flops_by_reg.png
Scale bar: 100 µm.
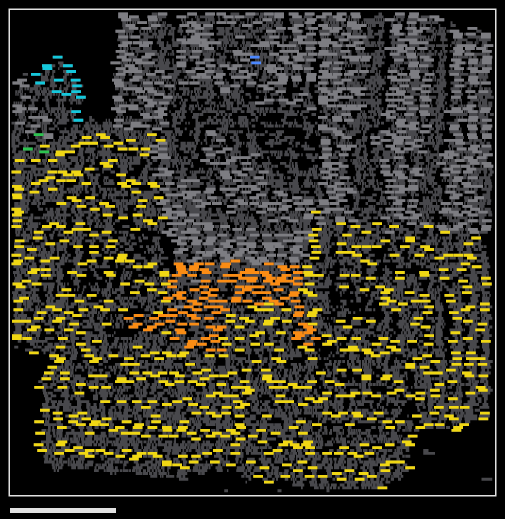
placement_by_type.png
Scale bar: 100 µm.
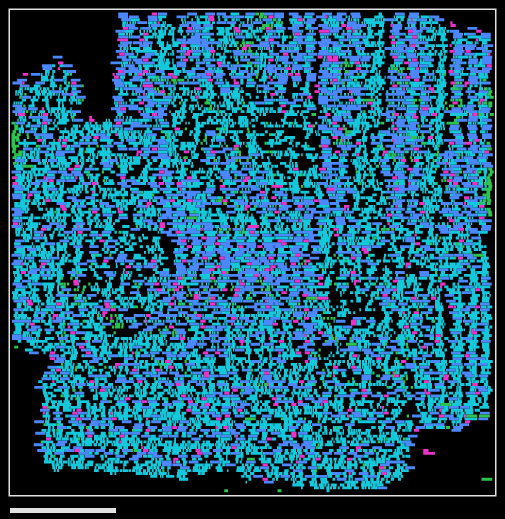
--- config.mk ---
export PLATFORM = sky130hd
export DESIGN_NAME = cic_decim_mc
export DESIGN_NICKNAME = d
export VERILOG_FILES = /design/src/rtl/cic_pkg.sv /design/src/rtl/cic_integ_chain.sv /design/src/rtl/cic_decim_mc.sv
export SDC_FILE = /design/constraint.sdc
export NUM_CORES = 2
export LEC_CHECK = 0
export CELL_PAD_IN_SITES_DETAIL_PLACEMENT = 0
export CELL_PAD_IN_SITES_GLOBAL_PLACEMENT = 1
export CORE_UTILIZATION = 53
export CTS_BUF_LIST = sky130_fd_sc_hd__clkbuf_8
export DETAILED_ROUTE_END_ITERATION = 8
export GPL_TIMING_DRIVEN = 0
export HOLD_SLACK_MARGIN = 0.15
export PLACE_DENSITY = 0.89
export SYNTH_ARGS = -nofsm -noshare
export SYNTH_HDL_FRONTEND = slang
export SYNTH_HIERARCHICAL = 1
export SYNTH_SLANG_ARGS = --single-unit
--- constraint.sdc ---
create_clock -name clk -period 20.1 [get_ports clk]
set_input_delay 3.015 -clock clk [delete_from_list [all_inputs] [get_ports clk]]
set_output_delay 3.015 -clock clk [all_outputs]
set_load 0.02 [all_outputs]
--- src/rtl/cic_pkg.sv ---
// Shared definitions for the multi-channel CIC decimator: default sizes,
// controller state encoding and the stage-count clamp.
package cic_pkg;

   localparam int MAX_STAGES_DEF = 5;
   localparam int OUT_W_DEF      = 32;

   typedef enum logic [1:0] {
      S_IDLE = 2'd0,
      S_COMB = 2'd1,
      S_OUT  = 2'd2
   } cic_state_e;

   // 0 selects a single stage; anything above the built stage count saturates.
   function automatic logic [2:0] clamp_stages(input logic [2:0] comb_num,
                                               input int         max_stages);
      if (comb_num == 3'd0)
         return 3'd1;
      if (int'(comb_num) > max_stages)
         return 3'(max_stages);
      return comb_num;
   endfunction

endpackage

--- src/rtl/cic_integ_chain.sv ---
// One channel's integrator cascade. Maps the PDM bit to +1/-1 and updates all
// stages on din_en; sum_nxt exposes the post-update values for snapshotting.
module cic_integ_chain #(
   parameter int STAGES = 5,
   parameter int W      = 32
) (
   input  logic                     clk,
   input  logic                     rst,
   input  logic                     din,
   input  logic                     din_en,
   output logic [STAGES-1:0][W-1:0] sum_nxt
);

   logic [STAGES-1:0][W-1:0] sum_q;
   logic [W-1:0]             acc;

   // Each stage accumulates the freshly updated value of the stage below it.
   always_comb begin
      sum_nxt = sum_q;
      acc     = '0;
      if (din_en) begin
         acc        = sum_q[0] + (din ? W'(1) : {W{1'b1}});
         sum_nxt[0] = acc;
         for (int k = 1; k < STAGES; k++) begin
            acc        = sum_q[k] + acc;
            sum_nxt[k] = acc;
         end
      end
   end

   always_ff @(posedge clk or negedge rst) begin
      if (!rst)
         sum_q <= '0;
      else
         sum_q <= sum_nxt;
   end

endmodule

--- src/rtl/cic_decim_mc.sv ---
// Multi-channel PDM CIC decimator: free-running per-channel integrators, one
// time-multiplexed comb shared by all channels, and a valid/ready sample stream.
module cic_decim_mc
   import cic_pkg::*;
#(
   parameter int  CHANNELS   = 4,
   parameter int  MAX_STAGES = MAX_STAGES_DEF,
   parameter int  RATE_W     = 16,
   parameter int  OUT_W      = OUT_W_DEF,
   localparam int CH_W       = (CHANNELS > 1) ? $clog2(CHANNELS) : 1
) (
   input  logic                clk,
   input  logic                rst,
   input  logic [CHANNELS-1:0] din,
   input  logic                din_en,
   input  logic [RATE_W-1:0]   dec_num,
   input  logic [2:0]          comb_num,
   output logic [OUT_W-1:0]    out,
   output logic [CH_W-1:0]     out_ch,
   output logic                out_valid,
   input  logic                out_ready,
   output logic                overrun,
   output cic_state_e          state_dbg
);

   localparam logic [CH_W-1:0] LAST_CH = CH_W'(CHANNELS - 1);

   logic [CHANNELS-1:0][MAX_STAGES-1:0][OUT_W-1:0] sum_nxt;
   logic [RATE_W-1:0] dec_cnt, r_cur, eff_r;
   logic [2:0]        n_cur, eff_n, frame_n;
   logic              boundary, accept;
   logic [OUT_W-1:0]  snap     [CHANNELS];
   logic [OUT_W-1:0]  dly      [CHANNELS][MAX_STAGES];
   logic [OUT_W-1:0]  res      [CHANNELS];
   logic [OUT_W-1:0]  comb_tap [MAX_STAGES];
   logic [OUT_W-1:0]  comb_val;
   logic [CH_W-1:0]   ch_idx;
   cic_state_e        state, state_nxt;

   for (genvar c = 0; c < CHANNELS; c++) begin : g_ch
      cic_integ_chain #(
         .STAGES (MAX_STAGES),
         .W      (OUT_W)
      ) u_integ (
         .clk     (clk),
         .rst     (rst),
         .din     (din[c]),
         .din_en  (din_en),
         .sum_nxt (sum_nxt[c])
      );
   end

   // R and N come live from the inputs only on the first din_en of a period.
   always_comb begin
      eff_r = r_cur;
      eff_n = n_cur;
      if (dec_cnt == '0) begin
         eff_r = (dec_num == '0) ? RATE_W'(1) : dec_num;
         eff_n = clamp_stages(comb_num, MAX_STAGES);
      end
   end

   assign boundary = din_en && (dec_cnt == eff_r - RATE_W'(1));
   assign accept   = boundary && (state == S_IDLE);

   always_ff @(posedge clk or negedge rst) begin
      if (!rst) begin
         dec_cnt <= '0;
         r_cur   <= RATE_W'(1);
         n_cur   <= 3'd1;
         frame_n <= 3'd1;
         overrun <= 1'b0;
      end else begin
         if (din_en) begin
            dec_cnt <= boundary ? '0 : dec_cnt + RATE_W'(1);
            if (dec_cnt == '0) begin
               r_cur <= eff_r;
               n_cur <= eff_n;
            end
         end
         if (boundary && (state != S_IDLE))
            overrun <= 1'b1;
         if (accept)
            frame_n <= eff_n;
      end
   end

   always_ff @(posedge clk or negedge rst) begin
      if (!rst) begin
         for (int c = 0; c < CHANNELS; c++)
            snap[c] <= '0;
      end else if (accept) begin
         for (int c = 0; c < CHANNELS; c++)
            snap[c] <= sum_nxt[c][eff_n - 3'd1];
      end
   end

   // Shared comb: stages at or above the frame's N pass the value through.
   always_comb begin
      comb_val = snap[ch_idx];
      for (int k = 0; k < MAX_STAGES; k++) begin
         comb_tap[k] = comb_val;
         if (k < int'(frame_n))
            comb_val = comb_val - dly[ch_idx][k];
      end
   end

   always_ff @(posedge clk or negedge rst) begin
      if (!rst) begin
         for (int c = 0; c < CHANNELS; c++) begin
            res[c] <= '0;
            for (int k = 0; k < MAX_STAGES; k++)
               dly[c][k] <= '0;
         end
      end else if (state == S_COMB) begin
         res[ch_idx] <= comb_val;
         for (int k = 0; k < MAX_STAGES; k++)
            if (k < int'(frame_n))
               dly[ch_idx][k] <= comb_tap[k];
      end
   end

   always_ff @(posedge clk or negedge rst) begin
      if (!rst)
         ch_idx <= '0;
      else if ((state == S_COMB) || ((state == S_OUT) && out_ready))
         ch_idx <= (ch_idx == LAST_CH) ? '0 : ch_idx + CH_W'(1);
   end

   always_ff @(posedge clk or negedge rst) begin
      if (!rst)
         state <= S_IDLE;
      else
         state <= state_nxt;
   end

   always_comb begin
      state_nxt = state;
      case (state)
         S_IDLE:  if (accept) state_nxt = S_COMB;
         S_COMB:  if (ch_idx == LAST_CH) state_nxt = S_OUT;
         S_OUT:   if (out_ready && (ch_idx == LAST_CH)) state_nxt = S_IDLE;
         default: state_nxt = S_IDLE;
      endcase
   end

   // A sample transfers on any cycle with out_valid && out_ready; while
   // out_valid is high and out_ready low, out/out_ch/out_valid do not change.
   always_comb begin
      out_valid = (state == S_OUT);
      out_ch    = out_valid ? ch_idx : '0;
      out       = out_valid ? res[ch_idx] : '0;
      state_dbg = state;
   end

endmodule

==> out/metrics.cfg <==
[critical_path]
crit_arrival_ns=19.89
r2r_start=ch_idx[0]
r2r-end=res[127]
setup.worst_path.class=flip-flop to flip-flop
slowest_stage=clkdlybuf4s18_2
crit_path_start_kind=flip-flop
crit_fanout=19
cp-end-kind=flip-flop

[timing]
setup_viol=0
slew_violations=40
hold_violations=0
max_freq_mhz=52.6
tightest_slew_ns=1.65

[drt]
first_iter_violations=8544

[synthesis]
yosys_cells=11800
flop_cell=dfrtp_1
ys_seq_frac=0.356
syn_nets=12700
edf_count=0
ys_ff=1579

[finish]
final_nets=13000
area_growth_pct=9.51
stdcell_area_um2=121000

[run]
cap_violations=4

[clock_network]
holdBufCountCts=0
root_buffer=clkbuf_8
h-tree-depth=5
cts_resized=15

[floorplanning]
die_h_um=459
rows=167
num_io_pins=65
fp_util=0.534

[placement]
post-dp-hpwl_mm=272
placed_cells=14600

[min_path]
hp-class=flip-flop to flip-flop
hold_depth=2

[global_routing]
grt_antenna_before_repair=17
grt_pass1_vias=92500
grt.overflow.total=0
grt_first_pass_wirelength_mm=542

[run_status]
outcome=complete, but fails checks
violations=max-capacitance violations, max-slew violations

-- flops_by_reg.png (at the start) --
[cyan] dec_cnt | sequential cells: 16 | where: top left
[green] n_cur | sequential cells: 3
[yellow] g_ch.u_integ/sum_q | sequential cells: 640
[orange] snap | sequential cells: 128 | where: middle
[blue] ch_idx | sequential cells: 2

-- placement_by_type.png (at the start) --
[blue] sequential cells | cells: 1,579
[magenta] clock drivers and dummy loads | cells: 519
[cyan] combinational and other logic | cells: 9,660
[green] remaining buffers and delay cells | cells: 605

worst reg2reg max path: cells and delay by family (launching register included):
family | cells | cell delay [ns]
xor gates and xnor gates | 4 | 0.82
muxes | 2 | 1.11
adders and majority gates | 7 | 2.33
and+or+nand+nor | 12 | 1.91
buffers and inverters | 15 | 6.13
AOI/OAI and AO/OA | 23 | 6.08
DFF | 1 | 0.39
through the flow:
step           worst slack [ns]  hold WS [ns]   util
3_5_place_dp              -3.55         0.462  0.556
2_1_floorplan              4.50         0.441      -
5_1_grt                 -0.0179         0.491  0.585
3_3_place_gp             -54.95         0.455  0.554
4_1_cts                   0.130         0.478  0.585
6_report                   1.10         0.476  0.585
kinds of logic (layout without fill, tap and decap cells):
group	count (synthesis)	after routing	synth area share
compound gates	3585	3585	0.201
xor+xnor	721	721	0.0582
fa+ha+maj	869	869	0.0997
buf+inv	1079	1670	0.0368
flops	1579	1579	0.356
mux	1074	1074	0.131
other cells	0	9	0
simple gates	2865	2865	0.117
sequential cells by signal, indices dropped and copies added (netlist names):
| register | count |
|---|---|
| state_dbg | 2 |
| dly | 640 |
| overrun | 1 |
| snap | 128 |
| res | 128 |
| n_cur | 3 |
| dec_cnt | 16 |
| g_ch.u_integ/sum_q | 640 |
| ch_idx | 2 |
| r_cur | 16 |
| frame_n | 3 |
worst max path at each step:
| stage | slack, ns | cells past startpoint | to | from |
|---|---|---|---|---|
| 2_1_floorplan | 4.50 | 61 | res[28] | ch_idx[0] |
| 3_3_place_gp | -54.95 | 1 | dly[259] | rst |
| 3_5_place_dp | -3.55 | 65 | res[127] | ch_idx[1] |
| 4_1_cts | 0.13 | 59 | res[127] | ch_idx[0] |
| 5_1_grt | -0.02 | 60 | res[127] | ch_idx[0] |
| 6_report | 1.10 | 63 | res[127] | ch_idx[0] |
cells in the mapped netlist (44+ instances only):
master    count  area, µm²
clkbuf_1    449       1690
mux2_2      816       9190
and2_1       91        569
nand3_1     140        701
a21boi_0     51        383
o211ai_1     79        593
inv_1       542       2030
nor3_1      119        596
ha_1        841      10500
mux4_2      218       4910
nand2b_1     96        601
nand4_1      86        538
o22ai_1     135        845
o21ai_0    1277       6390
xnor2_1     485       4250
nor2_1      623       2340
a21oi_1     764       3820
or3_1        48        300
buf_1        69        259
nor2b_1     115        719
a21o_1      306       2300
o21bai_1     73        548
o21a_1      122        916
a211oi_1     89        668
nand2_1    1317       4940
xor2_1      224       1960
o21ai_1      62        310
dfrtp_1    1576      39400
and3_1       67        419
a22oi_1     142       1070
a211o_1      44        385
a31oi_1      72        450
routing by layer:
layer	track usage	routed length (µm)
met3	0.0658	27600
met4	0.143	16300
met1	0.436	148000
met5	0	39
met2	0.526	162000
final cells by class:
type                       count  area (µm²)
clock buffer                 383        5270
tap                         2788        3490
multi-input combinational   9114       67300
inverter                     546        2050
buffer                       528        2070
fill                       18000       86100
sequential                  1579       39500
clock inverter               136         703
timing repair buffer          77         992
antenna                        9        22.5
